Fig. 1: run 1, clock distribution
(2 px per um)
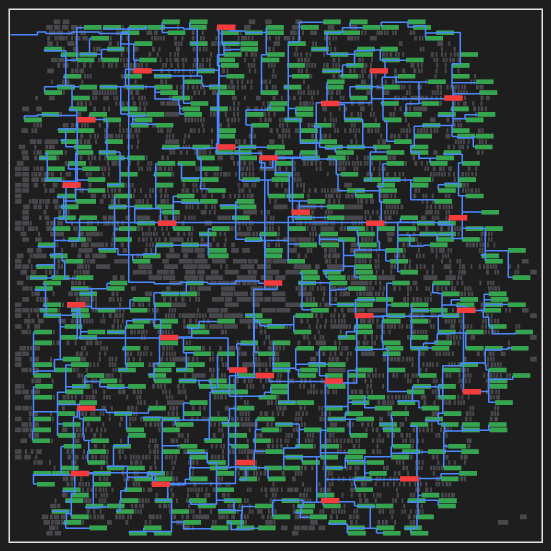
Fig. 2: run 1, clock routing
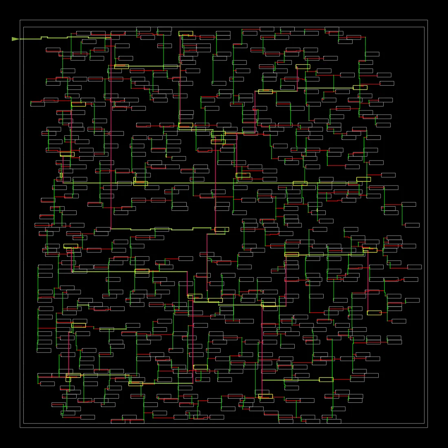
Fig. 3: run 1, met2 routing
(1.5 px per um) Cells faint in the background.
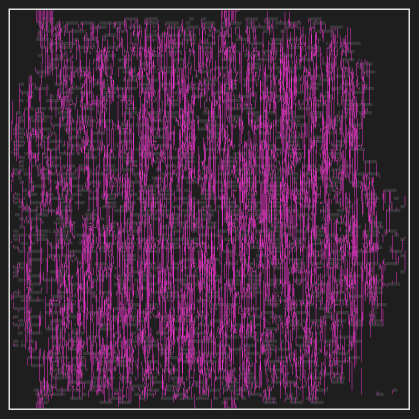
===== src/rtl/cache_req_responder.sv =====
// Responder end of the core->cache request interface. Round-robin arbitration over level-held
// requests, one access in flight against a small word-addressed store with fixed latency.
module cache_req_responder #(
    parameter int unsigned NUM_CORES  = 2,
    parameter int unsigned DEPTH_LOG2 = 4,
    parameter int unsigned LATENCY    = 3
) (
    input  logic                   clk,
    input  logic                   reset_n,
    input  logic [NUM_CORES-1:0]   core_req,
    input  logic [NUM_CORES-1:0]   core_rw,
    input  logic [NUM_CORES*32-1:0] core_addr,
    input  logic [NUM_CORES*32-1:0] core_wdata,
    output logic [NUM_CORES-1:0]   core_ack,
    output logic [31:0]            resp_rdata,
    output logic                   resp_err,
    output logic                   busy
);

    localparam int unsigned IdxW  = (NUM_CORES > 1) ? $clog2(NUM_CORES) : 1;
    localparam int unsigned CntW  = (LATENCY > 1) ? $clog2(LATENCY) : 1;
    localparam int unsigned Depth = 1 << DEPTH_LOG2;

    typedef enum logic [1:0] {StIdle, StBusy, StDone} state_e;

    state_e                 state_q, state_d;
    logic [CntW-1:0]        cnt_q, cnt_d;
    logic [IdxW-1:0]        gnt_q, gnt_d;
    logic [IdxW-1:0]        rr_ptr_q, rr_ptr_d;
    logic                   rw_q, rw_d;
    logic [31:0]            addr_q, addr_d;
    logic [31:0]            wdata_q, wdata_d;
    logic [NUM_CORES-1:0]   ack_q, ack_d;
    logic [31:0]            rdata_q, rdata_d;
    logic                   err_q, err_d;
    logic [31:0]            mem_q [Depth];

    logic                   gnt_valid;
    logic [IdxW-1:0]        gnt_idx;
    int unsigned            cand;
    logic [DEPTH_LOG2-1:0]  mem_idx;
    logic                   misaligned;
    logic                   mem_we;

    // Upper address bits only alias the store; they are deliberately ignored.
    logic unused_addr_hi;
    assign unused_addr_hi = ^addr_q[31:DEPTH_LOG2+2];

    assign mem_idx    = addr_q[2 +: DEPTH_LOG2];
    assign misaligned = (addr_q[1:0] != 2'b00);

    assign core_ack   = ack_q;
    assign resp_rdata = rdata_q;
    assign resp_err   = err_q;
    assign busy       = (state_q != StIdle);

    // Round-robin pick: first requester at or after rr_ptr, wrapping.
    always_comb begin
        gnt_valid = 1'b0;
        gnt_idx   = '0;
        cand      = 0;
        for (int unsigned k = 0; k < NUM_CORES; k++) begin
            cand = (32'(rr_ptr_q) + k) % NUM_CORES;
            if (!gnt_valid && core_req[cand]) begin
                gnt_valid = 1'b1;
                gnt_idx   = IdxW'(cand);
            end
        end
    end

    // Next-state, request latching and response generation.
    always_comb begin
        state_d  = state_q;
        cnt_d    = cnt_q;
        gnt_d    = gnt_q;
        rr_ptr_d = rr_ptr_q;
        rw_d     = rw_q;
        addr_d   = addr_q;
        wdata_d  = wdata_q;
        ack_d    = ack_q;
        rdata_d  = rdata_q;
        err_d    = err_q;
        mem_we   = 1'b0;
        case (state_q)
            StIdle: begin
                if (gnt_valid) begin
                    gnt_d    = gnt_idx;
                    rw_d     = core_rw[gnt_idx];
                    addr_d   = core_addr[32'(gnt_idx) * 32 +: 32];
                    wdata_d  = core_wdata[32'(gnt_idx) * 32 +: 32];
                    cnt_d    = CntW'(LATENCY - 1);
                    rr_ptr_d = IdxW'((32'(gnt_idx) + 1) % NUM_CORES);
                    state_d  = StBusy;
                end
            end
            StBusy: begin
                if (cnt_q == '0) begin
                    ack_d   = NUM_CORES'(1) << gnt_q;
                    err_d   = misaligned;
                    rdata_d = (rw_q || misaligned) ? 32'h0 : mem_q[mem_idx];
                    mem_we  = rw_q && !misaligned;
                    state_d = StDone;
                end else begin
                    cnt_d = cnt_q - CntW'(1);
                end
            end
            StDone: begin
                // Requests are not sampled here; the core reacts to its ack first.
                ack_d   = '0;
                rdata_d = 32'h0;
                err_d   = 1'b0;
                state_d = StIdle;
            end
            default: state_d = StIdle;
        endcase
    end

    // Control and response registers.
    always_ff @(posedge clk or negedge reset_n) begin
        if (!reset_n) begin
            state_q  <= StIdle;
            cnt_q    <= '0;
            gnt_q    <= '0;
            rr_ptr_q <= '0;
            rw_q     <= 1'b0;
            addr_q   <= '0;
            wdata_q  <= '0;
            ack_q    <= '0;
            rdata_q  <= '0;
            err_q    <= 1'b0;
        end else begin
            state_q  <= state_d;
            cnt_q    <= cnt_d;
            gnt_q    <= gnt_d;
            rr_ptr_q <= rr_ptr_d;
            rw_q     <= rw_d;
            addr_q   <= addr_d;
            wdata_q  <= wdata_d;
            ack_q    <= ack_d;
            rdata_q  <= rdata_d;
            err_q    <= err_d;
        end
    end

    // Backing store; written on the ack edge of an aligned write.
    always_ff @(posedge clk or negedge reset_n) begin
        if (!reset_n) begin
            for (int unsigned i = 0; i < Depth; i++) begin
                mem_q[i] <= '0;
            end
        end else if (mem_we) begin
            mem_q[mem_idx] <= wdata_q;
        end
    end

endmodule

===== config.mk =====
export PLATFORM = sky130hd
export DESIGN_NAME = cache_req_responder
export DESIGN_NICKNAME = d
export VERILOG_FILES = /design/src/rtl/cache_req_responder.sv
export SDC_FILE = /design/constraint.sdc
export NUM_CORES = 1
export LEC_CHECK = 0
export ABC_AREA = 1
export CAP_MARGIN = 15
export CORE_MARGIN = 2
export CORE_UTILIZATION = 40
export CTS_CLUSTER_DIAMETER = 200
export CTS_CLUSTER_SIZE = 24
export DETAILED_ROUTE_END_ITERATION = 6
export GPL_TIMING_DRIVEN = 1
export PLACE_DENSITY_LB_ADDON = 0.08
export SLEW_MARGIN = 10
export SYNTH_ARGS = -nofsm -noshare
export SYNTH_HDL_FRONTEND = slang
export SYNTH_SLANG_ARGS = --single-unit
export TNS_END_PERCENT = 100

===== constraint.sdc =====
create_clock -name clk -period 1.9 [get_ports clk]
set_input_delay 0.19 -clock clk [delete_from_list [all_inputs] [get_ports clk]]
set_output_delay 0.19 -clock clk [all_outputs]
set_load 0.005 [all_outputs]

==> Changelog: implementation, run 1 <==
### Physical design

- M1 GR Usage: 34.13%
- Global-route wire length before repair: 126300 um
- Root buffer cell: clkbuf_16
- HPWL Detailed: 48380 um
- Largest net degree at the start of global routing: 89
- Syn Inst Count: 3529
- Number of routed nets with antenna violations: 0
- Nets: 3746
- Fraction of registers with async set/reset: 100.0%
- # setup viols final: 42
- Setup TNS: -0.6290 ns
- Switching share of power: 40.55%
- Drt first-iter violations: 2114
- Biggest register: mem_q
- Filler Cell Count: 6593
- Crit Path Class: register to register
- Data buffer area share: 11.92%
- Metal1 wirelength: 40710 um
- Fin. max-slew vios: 0
- Final setup margin: -0.07056 ns
- Status: finished with violations
- Area after DPL: 30240 um2
- Tightest Pin Transition: 0.7263 ns
- Clk pwr share: 18.8%
- Failing checks: setup timing
- Die H: 265.7 um
- Top logic family: simple AND/OR/NAND/NOR gates
- Die width: 265.7 um
- Slew Limit Headroom: 51.52%
- Yosys Instances: 3529
- Cell taking the most area after synthesis: dfrtp_1
- I/O Buffers: 117
- Routability Congestion: 0.7850
- Pwr dens: 1129 nW/um2
- Vias/cell: 5.169
- Routed length per instance: 19.64 um
- Post-Syn Area: 27400 um2
- Synth top cells by count: nand2_1 (1937), dfrtp_1 (592), o21ai_1 (363), o21ai_0 (171), clkbuf_1 (145)
- Combinational Power Share: 37.8%
- Arrival time worst endpoint: 2.46 ns
- Share of cells above drive strength 1: 10.52%
- Post-synth EDFFs: 0
- CTS Buffer Depth: 3
Back to the opening pictures, Fig. 1:
legend:
  green:
    item: flip-flops
    count: 592
  blue:
    item: clock wires
    length: 7160 um
  red:
    item: clock-net drivers
    count: 28
flops lie: widely spread

Back to the opening pictures, Fig. 2:
# clk buffers: 31
Latency at later pin: 0.62 ns
FFs & Latches: 592
CTS Buf Count: 28
Final Skew: 0.01610 ns

Back to the opening pictures, Fig. 3:
longest straight run: 87.7 um
nets with wire on the layer: 2516
wire length on this layer: 40.4 mm
main direction: vertical
share of all routed wire: 46%
GR Util met2: 36.46%
Detailed Route WL: 88130 um
Vias: 23190

[run 1: worst register-to-register path, delay by kind of cell (launching register included)]
kind            cells  cell delay (ns)
buf+inv             4             0.62
flops               1             0.39
compound gates      1             0.06
simple gates        5             0.78
[run 1: repair_timing]
action | 4_1_cts | 5_1_grt
pin swaps | 0 | 7
endpoints found under the hold margin | 393 | 0
buffers inserted | 1 | 18
gates cloned | 0 | 27
hold buffers | 1 | 0
setup endpoints to repair | 2 | 244
gates resized | 4 | 195
[run 1: metrics by stage]
stage / power [mW] / utilization (%) / setup WS [ns]
after floorplan: 23.22 / - / 0.2380
after detailed placement: 29.14 / 44.79 / -0.003163
after global routing: 38.64 / 47.80 / -0.1051
final: 36.43 / 47.80 / -0.07056
after CTS: 36.02 / 45.92 / 0.004141
after global placement: 28.93 / 44.79 / -0.0008504
[run 1: placed cells by master (no fill, tap or decap), types with 2 or more instances in the layout]
cell	instances
buf_12	62
buf_16	5
buf_4	78
buf_6	15
buf_8	8
clkbuf_1	2
clkbuf_16	46
clkdlybuf4s50_1	115
dfrtp_1	590
dfrtp_4	2
inv_1	76
inv_2	3
inv_4	2
nand2_1	1851
nand2_2	72
nand2_4	16
nand3_1	44
nand3_2	4
nand3_4	13
nand4_1	4
nor2_1	2
nor2_2	2
nor2_4	5
o21ai_0	133
o21ai_1	377
o21ai_2	40
o221ai_1	35
or2_4	2
[run 1: worst paths after layout]
kind | cells past startpoint | end | startpoint
hold / removal | 2 | mem_q[366] | reset_n
setup reg to reg | 10 | mem_q[221] | addr_q[0]
min in group clk | 3 | addr_q[1] | core_addr[1]
setup / recovery | 10 | mem_q[221] | addr_q[0]
max in group asynchronous | 4 | resp_rdata[21] | reset_n
hold reg to reg | 1 | core_ack[0] | gnt_q
Fig. 4: run 1, cells colored by class
(1.5 px per um) Fill, decap, tap and diode cells in gray.
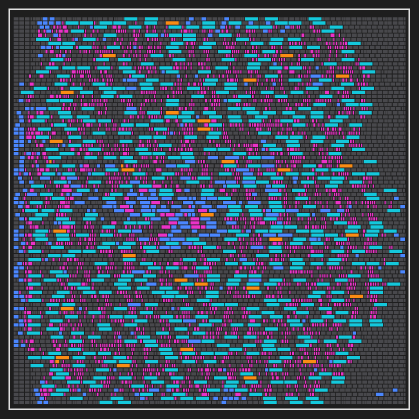

==> run 2, diff against run 1 <==
--- a/config.mk
+++ b/config.mk
@@ -10,7 +10,6 @@
 export CORE_MARGIN = 2
 export CORE_UTILIZATION = 40
 export CTS_CLUSTER_DIAMETER = 200
-export CTS_CLUSTER_SIZE = 24
 export DETAILED_ROUTE_END_ITERATION = 6
 export GPL_TIMING_DRIVEN = 1
 export PLACE_DENSITY_LB_ADDON = 0.08
Fig. 5: run 2, cells colored by class
(1.5 px per um) Fill, decap, tap and diode cells in gray.
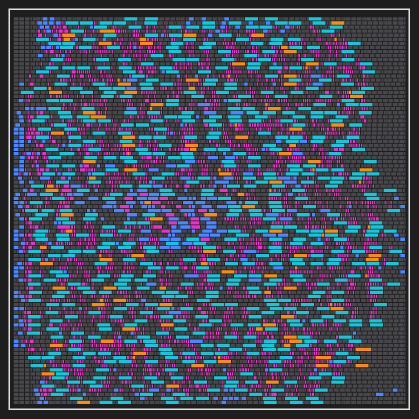
legend:
  blue:
    class: remaining buffers and delay cells
    cells: 296
    share_of_their_area: 11%
  magenta:
    class: remaining logic cells
    cells: 2687
    share_of_their_area: 36%
  cyan:
    class: registers
    cells: 592
    share_of_their_area: 46%
  orange:
    class: clock drivers and dummy loads
    cells: 118
    share_of_their_area: 7.1%

Fig. 6: run 2, clock distribution
(2 px per um)
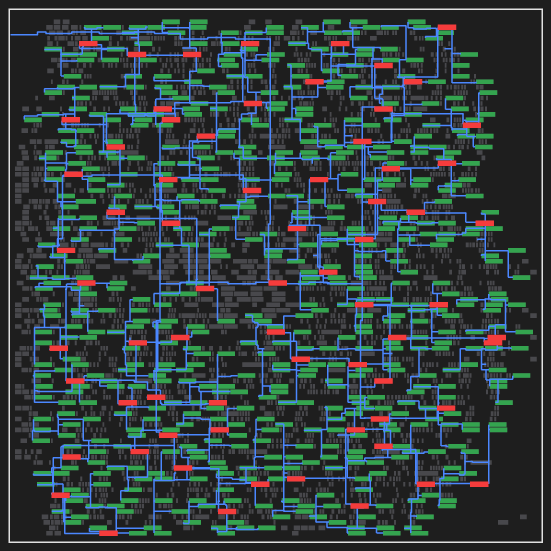
legend:
  blue:
    item: clock wires
    length: 8100 um
  red:
    item: clock-net drivers
    count: 69
  green:
    item: flip-flops
    count: 592
flops lie: widely spread
Clk pwr share: 31.1%
Latency at later pin: 0.60 ns
Clk power: 13.4 mW

==> Changelog: implementation, run 2 <==
### Physical design

- Yosys Instances: 3529
- Status: finished with violations
- Critical Path Sink: mem_q[102]
- Largest net degree at the start of global routing: 89
- Drt first-iter violations: 2129
- Pwr dens: 1289 nW/um2
- HPWL Detailed: 48380 um
- I/O Buffers: 117
- Detailed Route WL: 87630 um
- CTS Buf Count: 69
- Slew Limit Headroom: 51.38%
- Setup TNS: -0.05727 ns
- Number of routed nets with antenna violations: 0
- Final core occ: 49.54%
- Failing checks: setup timing
- Tot Pwr: 43.11 mW
- RR Endpoint: mem_q[102]
- Final setup margin: -0.03294 ns
- Vias/cell: 5.127
- Fraction of registers with async set/reset: 100.0%
- Worst R2R Start: addr_q[0]
- Most frequent logic cell in the layout: nand2_1
- Reg2Reg Depth: 11
- Post-Syn Area: 27400 um2
- Fin. max-slew vios: 0
- Routed length per instance: 19.19 um
- Pre-CTS setup slack: -0.003163 ns
- Biggest register: mem_q
- Filler Cell Count: 6494
- Commonest cells after routing, fill and taps aside: nand2_1 (1902), dfrtp_1 (590), o21ai_1 (400), o21ai_0 (122), clkdlybuf4s50_1 (115)
- Arrival time worst endpoint: 2.38 ns
- Share of cells above drive strength 1: 10.26%
- # setup viols final: 6
- Root buffer cell: clkbuf_16
- Die H: 265.7 um
- Vias: 23420
- Tightest Pin Transition: 0.7285 ns
- Nets: 3781
- Crit Path Class: register to register
- Cell taking the most area after synthesis: dfrtp_1
- Syn Inst Count: 3529
- CTS Buffer Depth: 3
- Final Skew: 0.01740 ns
- Routability Congestion: 0.7850
==> run 2: cell counts after synthesis <==
No cell type changed its count.
==> run 2: layer usage <==
| layer | vias to the layer above | share of wire (%) | track usage [%] |
|---|---|---|---|
| met5 | - | 0 | 0 |
| met4 | 0 | 1.9 | 5.861 |
| met3 | 103 | 5.3 | 2.745 |
| met2 | 658 | 46 | 37.09 |
| met1 | 11260 | 47 | 34.14 |
| li1 | 11390 | - | - |
==> run 2: where the power goes <==
part	total, mW	internal, mW	switching (mW)
clock network	13.4	8.20	5.22
registers	15.8	14.7	1.13
logic	13.8	4.23	9.62
total	43.1	27.1	16.0
==> run 2: repair_timing <==
| item | CTS | global route |
|---|---|---|
| cloned | 0 | 21 |
| hold endpoints to repair | 393 | 0 |
| gates resized | 3 | 132 |
| hold buffers | 1 | 0 |
| buffers inserted | 0 | 19 |
| setup endpoints to repair | 4 | 232 |
| pin swaps | 0 | 10 |
==> run 2: area by class of cell <==
cell class	count	area, um2	share of cell area [%]
antenna	1	2.502	0.007482
clock buffer	109	2132	6.375
clock inverter	9	148.9	0.4452
inverter	83	331.6	0.9914
multi-input combinational	2604	11250	33.62
sequential	592	14820	44.32
tap	873	1092	3.266
timing repair buffer	296	3671	10.98
==> run 2: cell families after synthesis <==
logic type | share of synthesized area, %
AND/OR/NAND/NOR | 28.67
flip-flops | 54.07
AND-OR/OR-AND | 11.41
buffers and inverters | 5.800
adder cells (fa/ha/maj) | 0.04566
==> run 2: worst max-delay path, cell delays in order, from the launching register on <==
cell and delay [ns]:
dfrtp_1 0.38, or2_4 0.27, inv_4 0.07, nand2_4 0.06
nor2_8 0.13, buf_6 0.12, clkbuf_16 0.16, nand3_4 0.10
buf_12 0.19, clkbuf_16 0.19, nand2_1 0.06, o21ai_1 0.06
==> run 3, diff against run 2 <==
--- a/config.mk
+++ b/config.mk
@@ -13,7 +13,7 @@
 export DETAILED_ROUTE_END_ITERATION = 6
 export GPL_TIMING_DRIVEN = 1
 export PLACE_DENSITY_LB_ADDON = 0.08
-export SLEW_MARGIN = 10
+export SLEW_MARGIN = 30
 export SYNTH_ARGS = -nofsm -noshare
 export SYNTH_HDL_FRONTEND = slang
 export SYNTH_SLANG_ARGS = --single-unit
Fig. 7: run 3, pin map
(1 px per um) Pins as bars across the die edge, other pins in gray.
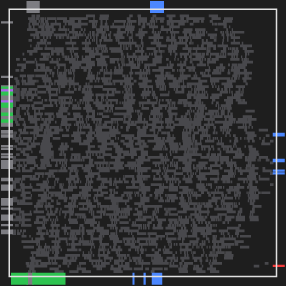
legend:
  red:
    port: reset_n
    pins: 1
    direction: input
    edge: right
  blue:
    port: resp_rdata
    pins: 32
    direction: output
    edge: 14 top, 12 bottom, 6 right
  green:
    port: core_addr
    pins: 64
    direction: input
    edge: 52 bottom, 12 left
  purple:
    port: core_req
    pins: 2
    direction: input
    edge: left
all pins by edge: 70 bottom, 66 left, 27 top, 7 right
Die H: 265.7 um
I/O Buffers: 117
die width: 265.7 um

Fig. 8: run 3, cells colored by class
(1.5 px per um) Fill, decap, tap and diode cells in gray.
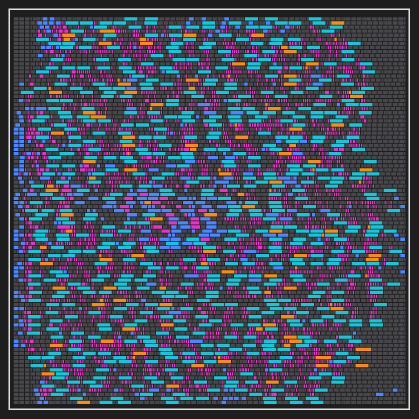
legend:
  magenta:
    class: remaining logic cells
    cells: 2687
    share_of_their_area: 36%
  cyan:
    class: registers
    cells: 592
    share_of_their_area: 46%
  orange:
    class: clock drivers and dummy loads
    cells: 118
    share_of_their_area: 7.1%
  blue:
    class: remaining buffers and delay cells
    cells: 296
    share_of_their_area: 11%

==> Changelog: implementation, run 3 <==
### Physical design

- Status: finished with violations
- Failing checks: setup timing
- Number of routed nets with antenna violations: 0
- Pre-CTS setup slack: -0.003163 ns
- Inverters: 83
- GR Util met2: 37.09%
- FF+latch area: 14820 um2
- Final setup margin: -0.03294 ns
- CTS Buffer Depth: 3
- Syn Inst Count: 3529
- Yosys Instances: 3529
- Final core occ: 49.54%
- Metal1 wirelength: 41450 um
- Detailed Route WL: 87630 um
- Tot Pwr: 43.11 mW
- Root buffer cell: clkbuf_16
- Routed wl met3: 4635 um
- Largest net degree at the start of global routing: 89
- RR Endpoint: mem_q[102]
- Arrival time worst endpoint: 2.38 ns
- Final Skew: 0.01740 ns
- HPWL Detailed: 48380 um
- Pwr dens: 1289 nW/um2
- # setup viols final: 6
- Share of cells above drive strength 1: 10.26%
-- run 3: cell counts in the layout (fill, tap and decap cells not counted) --
Identical to the previous run, type by type.
-- run 3: kinds of logic after synthesis --
kind of cell    Yosys count  share of synthesized area (%)
compound gates          586                          11.41
simple gates           2017                          28.67
fa+ha+maj                 1                        0.04566
flops                   592                          54.07
buf+inv                 333                          5.800
-- run 3: worst max path at each step --
| stage | depth (start not counted) | startpoint | end | slack [ns] |
|---|---|---|---|---|
| 2_1_floorplan | 9 | cnt_q[0] | mem_q[490] | 0.24 |
| 3_3_place_gp | 10 | addr_q[2] | resp_rdata[23] | -0.0009 |
| 3_5_place_dp | 10 | addr_q[2] | resp_rdata[23] | -0.003 |
| 4_1_cts | 11 | addr_q[2] | resp_rdata[3] | -0.008 |
| 5_1_grt | 10 | addr_q[2] | resp_rdata[4] | -0.09 |
| 6_report | 11 | addr_q[0] | mem_q[102] | -0.03 |
-- run 3: critical path, cell delays in order (launching register included) --
cell	delay (ns)
dfrtp_1	0.38
or2_4	0.27
inv_4	0.07
nand2_4	0.06
nor2_8	0.13
buf_6	0.12
clkbuf_16	0.16
nand3_4	0.10
buf_12	0.19
clkbuf_16	0.19
nand2_1	0.06
o21ai_1	0.06
-- run 3: report_power, final --
group	switching (mW)	internal, mW	total [mW]
clock	5.22	8.20	13.4
combinational	9.62	4.23	13.8
sequential	1.13	14.7	15.8
-- run 3: repair_timing --
| action | in CTS | in global routing |
|---|---|---|
| pin swaps | 0 | 10 |
| gates cloned | 0 | 21 |
| endpoints found under the setup margin | 4 | 232 |
| hold buffers | 1 | 0 |
| setup buffers | 0 | 19 |
| hold endpoints to repair | 393 | 0 |
| gates resized | 3 | 132 |
No activity file was given, so power comes from the tool's default toggle rates.
